==> images/port_trees.png <==
Bar = 20 µm.
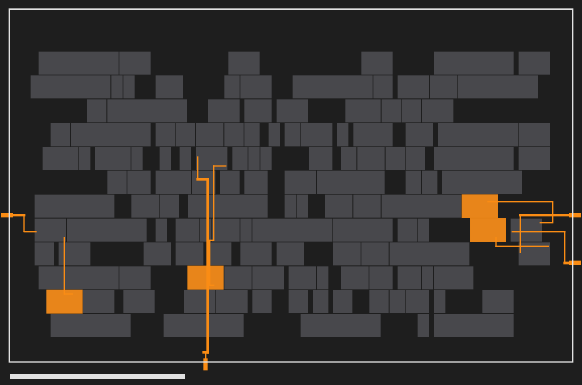
==> images/clock_wires.png <==
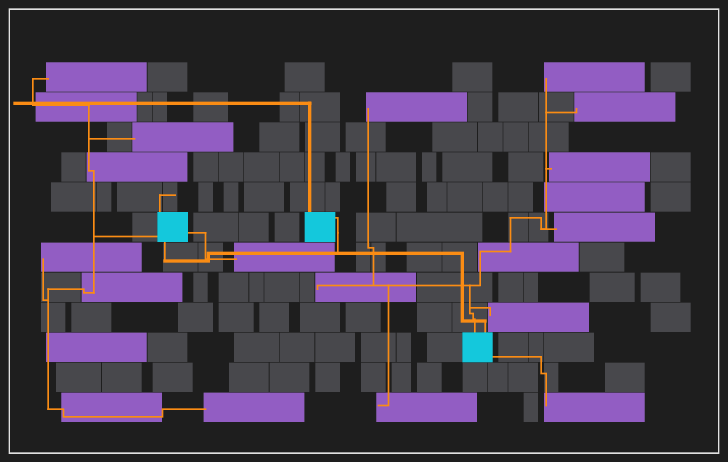
`config.mk`:
```
export PLATFORM = sky130hd
export DESIGN_NAME = seq_detector_param
export DESIGN_NICKNAME = d
export VERILOG_FILES = /design/src/rtl/seq_det_pkg.sv /design/src/rtl/sat_counter.sv /design/src/rtl/seq_detector_param.sv
export SDC_FILE = /design/constraint.sdc
export NUM_CORES = 1
export LEC_CHECK = 0
export CORE_ASPECT_RATIO = 0.6
export CORE_MARGIN = 2
export CORE_UTILIZATION = 54
export DETAILED_ROUTE_END_ITERATION = 8
export PLACE_DENSITY = 0.83
export SYNTH_ARGS = -nofsm -noshare
export SYNTH_HDL_FRONTEND = slang
export SYNTH_SLANG_ARGS = --single-unit
```
`constraint.sdc`:
```
create_clock -name clk -period 5.02 [get_ports clk]
set_input_delay 0.502 -clock clk [delete_from_list [all_inputs] [get_ports clk]]
set_output_delay 0.502 -clock clk [all_outputs]
set_load 0.02 [all_outputs]
```
`src/rtl/seq_det_pkg.sv`:
```
// Shared types and parameter limits for the parametrised serial pattern detector.
package seq_det_pkg;

  // Detector control states.
  typedef enum logic [1:0] {
    IDLE   = 2'd0,  // no pattern loaded, incoming bits ignored
    FILL   = 2'd1,  // history not yet deep enough to complete a match
    SEARCH = 2'd2   // every valid bit may complete a match
  } state_t;

  // Legal parameter ranges.
  localparam int PAT_W_MIN = 2;
  localparam int PAT_W_MAX = 16;
  localparam int CNT_W_MIN = 1;
  localparam int CNT_W_MAX = 16;

  // True when the pattern and counter widths are within the supported ranges.
  function automatic bit params_ok(input int pat_w, input int cnt_w);
    return (pat_w >= PAT_W_MIN) && (pat_w <= PAT_W_MAX) &&
           (cnt_w >= CNT_W_MIN) && (cnt_w <= CNT_W_MAX);
  endfunction

endpackage : seq_det_pkg

```
`src/rtl/sat_counter.sv`:
```
// Saturating up-counter with clear. Clear and increment on the same edge
// give 1: the clear is applied first, then the increment.
module sat_counter #(
  parameter int CNT_W = 8
) (
  input  logic             clk,
  input  logic             reset,
  input  logic             inc,
  input  logic             clr,
  output logic [CNT_W-1:0] count
);

  localparam logic [CNT_W-1:0] CNT_MAX = '1;

  logic [CNT_W-1:0] w_base;
  logic [CNT_W-1:0] w_next;

  // Next count: optional clear, then saturating increment.
  always_comb begin
    w_base = clr ? '0 : count;
    w_next = w_base;
    if (inc && (w_base != CNT_MAX)) begin
      w_next = w_base + CNT_W'(1);
    end
  end

  // Count register.
  always_ff @(posedge clk or negedge reset) begin
    if (!reset) begin
      count <= '0;
    end else begin
      count <= w_next;
    end
  end

endmodule : sat_counter

```
`src/rtl/seq_detector_param.sv`:
```
// Parametrised serial pattern detector. Matches the latest PAT_W valid bits
// against a runtime-loaded pattern (MSB = oldest bit), pulses data_out one
// cycle after the completing bit, and counts matches with saturation.
// Control handshake: a bit is consumed only on an edge with data_valid=1;
// load on the same edge wins and that bit is dropped. There is no
// back-pressure, the detector accepts one bit every cycle.
module seq_detector_param
  import seq_det_pkg::*;
#(
  parameter int PAT_W = 4,
  parameter int CNT_W = 8
) (
  input  logic             clk,
  input  logic             reset,
  input  logic             data_in,
  input  logic             data_valid,
  input  logic             load,
  input  logic [PAT_W-1:0] pattern_in,
  input  logic             overlap,
  input  logic             clear_cnt,
  output logic             data_out,
  output logic [CNT_W-1:0] match_count,
  output logic             armed,
  output state_t           dbg_state
);

  // Elaboration-time guard on the parameter ranges.
  if (!params_ok(PAT_W, CNT_W)) begin : g_bad_params
    $error("seq_detector_param: PAT_W or CNT_W out of range");
  end

  // Fill count only needs to reach PAT_W-1.
  localparam int                FILL_W    = $clog2(PAT_W);
  localparam logic [FILL_W-1:0] FILL_LAST = FILL_W'(PAT_W - 1);

  state_t             r_state;
  logic [PAT_W-1:0]   r_pattern;
  logic [PAT_W-2:0]   r_hist;
  logic [FILL_W-1:0]  r_fill;
  logic               r_data_out;
  logic               r_armed;

  logic [PAT_W-1:0]   w_shifted;
  logic [PAT_W-2:0]   w_hist_next;
  logic [FILL_W-1:0]  w_fill_inc;
  logic               w_bit_take;
  logic               w_match;

  // History with the current bit appended, and the match decision.
  always_comb begin
    w_shifted   = {r_hist, data_in};
    w_hist_next = w_shifted[PAT_W-2:0];
    w_fill_inc  = r_fill + FILL_W'(1);
    w_bit_take  = data_valid && !load;
    w_match     = (r_state == SEARCH) && w_bit_take && (w_shifted == r_pattern);
  end

  // Detector FSM, history, fill count, pattern register and match pulse.
  always_ff @(posedge clk or negedge reset) begin
    if (!reset) begin
      r_state    <= IDLE;
      r_pattern  <= '0;
      r_hist     <= '0;
      r_fill     <= '0;
      r_data_out <= 1'b0;
      r_armed    <= 1'b0;
    end else begin
      r_data_out <= 1'b0;
      if (load) begin
        r_pattern <= pattern_in;
        r_hist    <= '0;
        r_fill    <= '0;
        r_armed   <= 1'b1;
        r_state   <= FILL;
      end else begin
        case (r_state)
          IDLE: begin
            // Bits are ignored until a pattern is loaded.
          end
          FILL: begin
            if (data_valid) begin
              r_hist <= w_hist_next;
              r_fill <= w_fill_inc;
              if (w_fill_inc == FILL_LAST) begin
                r_state <= SEARCH;
              end
            end
          end
          SEARCH: begin
            if (data_valid) begin
              if (w_match) begin
                r_data_out <= 1'b1;
                if (overlap) begin
                  r_hist <= w_hist_next;
                end else begin
                  // Non-overlapping: the next match needs a full fresh window.
                  r_hist  <= '0;
                  r_fill  <= '0;
                  r_state <= FILL;
                end
              end else begin
                r_hist <= w_hist_next;
              end
            end
          end
          default: begin
            r_state <= IDLE;
          end
        endcase
      end
    end
  end

  sat_counter #(
    .CNT_W (CNT_W)
  ) u_sat_counter (
    .clk   (clk),
    .reset (reset),
    .inc   (w_match),
    .clr   (clear_cnt),
    .count (match_count)
  );

  assign data_out  = r_data_out;
  assign armed     = r_armed;
  assign dbg_state = r_state;

endmodule : seq_detector_param

```
==> results.cfg <==
; implementation run metrics
[clock_tree]
clockRootBuffer = clkbuf_4
htree_levels = 1
cts_sinks = 21
clock_latency_ps = 310
ctsHoldBuffers = 0
cts_buffers = 3

[global_routing]
use_met3_pct = 6.74
antenna_found_initial = 0
use_met1_pct = 33.2
grt_max_degree = 22
busiest_layer = met2

[sta]
hold_slack_ps = 484
finalCriticalPeriod_ps = 2360
tightest_slew_ps = 942
relSlewSlack_pct = 37.0
slew_viol_final = 0
hold_violations = 0
setup_ws_ps = 2660

[die]
dieHeight_um = 40.1
core_util_floorplan_pct = 60.4

[layout]
nets = 148
drive_above_1_share_pct = 8.96
final_layout_top_logic_cells = clkdlybuf4s50_1 (22), dfrtp_1 (21), nor2_1 (7), nand2_1 (7)
fin_util_pct = 74.4
area_growth_pct = 23.1
antennaDiodeCount = 0
lay_top_count = clkdlybuf4s50_1
fin_cells = 162
final_area_um2 = 1440

[worst_setup_path]
critical_path_required_ps = 5220
cp-end-kind = flop
arrival_ps = 2560
crit_type = in2reg

[drt]
dr.pass1.iters = 4
drt_wl_total_mm = 2.67
wire_per_inst_um = 16.5
drc = 0
antenna_left = 0

[logic_synthesis]
syn_area_per_cell_um2 = 10.5
postSynthCellCount = 111
flop_cell = dfrtp_1
yosys_area_um2 = 1170
syn_area_um2 = 1170
most_common_cell = dfrtp_1
async_reset_ff_share_pct = 100
common_cells = dfrtp_1 (21), nand2_1 (7), nor2_1 (7)
topCellsByArea = dfrtp_1 (45%), xnor2_1 (4.5%), mux2_1 (3.9%)
fp_nets = 124

[min_path]
hold_class = reg2reg

[placement]
hpwl_mm = 1.99
dp_cells = 158

[power]
leakage_nw = 0.563
ir_drop_v = 0.000131

[outcome]
status = finished, final reports clean

[job]
cap_violations = 0
warning_count = 26
Notes on port_trees.png above:
port	colour	direction	edge	end cells	buffers	wire
pattern_in	orange	input	2 right, 1 bottom, 1 left	4	4	90.4 µm
I/O Buffers: 22
Ports: 23

Notes on clock_wires.png above:
[clock wires] orange | length: 265 µm
[clock-net drivers] cyan | count: 3
[flip-flops] purple | count: 21
flops lie	spread over the die
Clk pwr share: 26.5%
Clock Skew: 5.90 ps

## final timing paths
kind / depth (start not counted) / start / slack (ps) / end
max: 5 / load / 2660 / u_sat_counter.count[5]
max reg2reg: 4 / dbg_state[1] / 3130 / u_sat_counter.count[5]
min: 1 / armed / 480 / armed
min reg2reg: 1 / armed / 480 / armed
max in group asynchronous: 1 / reset / 3740 / r_pattern[0]
min in group asynchronous: 1 / reset / 700 / r_hist[2]
## final cells by class
class                           count  area, µm²
Multi-Input combinational cell     82        614
Timing Repair Buffer               22        220
Tap cell                           28       35.0
Sequential cell                    21        526
Inverter                            5       18.8
Fill cell                         132        497
Clock buffer                        4       26.3
## where the power goes
part | total (mW) | switching, mW | internal [mW]
sequential | 0.182 | 0.00683 | 0.175
clock | 0.0822 | 0.0511 | 0.0311
combinational | 0.0462 | 0.0248 | 0.0214
total | 0.311 | 0.0827 | 0.228
## critical path, stage by stage
cell             delay (ps)
clkdlybuf4s50_1         730
nor3b_4                 380
nand4_4                 210
nor4_1                  380
mux2_1                  350
## registers in the layout (all words and copies together) (netlist names)
signal and flops:
r_pattern 4, u_sat_counter.count 8, data_out 1, dbg_state 2, armed 1, r_fill 2
r_hist 3
## routing by layer
| layer | share of wire [%] | up-vias |
|---|---|---|
| li1 | - | 460 |
| met1 | 47 | 492 |
| met2 | 46 | 34 |
| met3 | 5.9 | 4 |
| met4 | 1.2 | 0 |
| met5 | 0 | - |
## cells by family (layout without fill, tap and decap cells)
kind of cell               Yosys count  count (layout)  synth area share [%]
AOI/OAI and AO/OA                   16              16                  9.73
xor gates and xnor gates             7               7                  5.24
adders and majority gates            2               2                  2.14
buffers and inverters                8              31                  2.57
DFF                                 21              21                  44.9
muxes                                9               9                  8.56
and+or+nand+nor                     48              48                  26.8
Power and IR drop assume default switching activity.
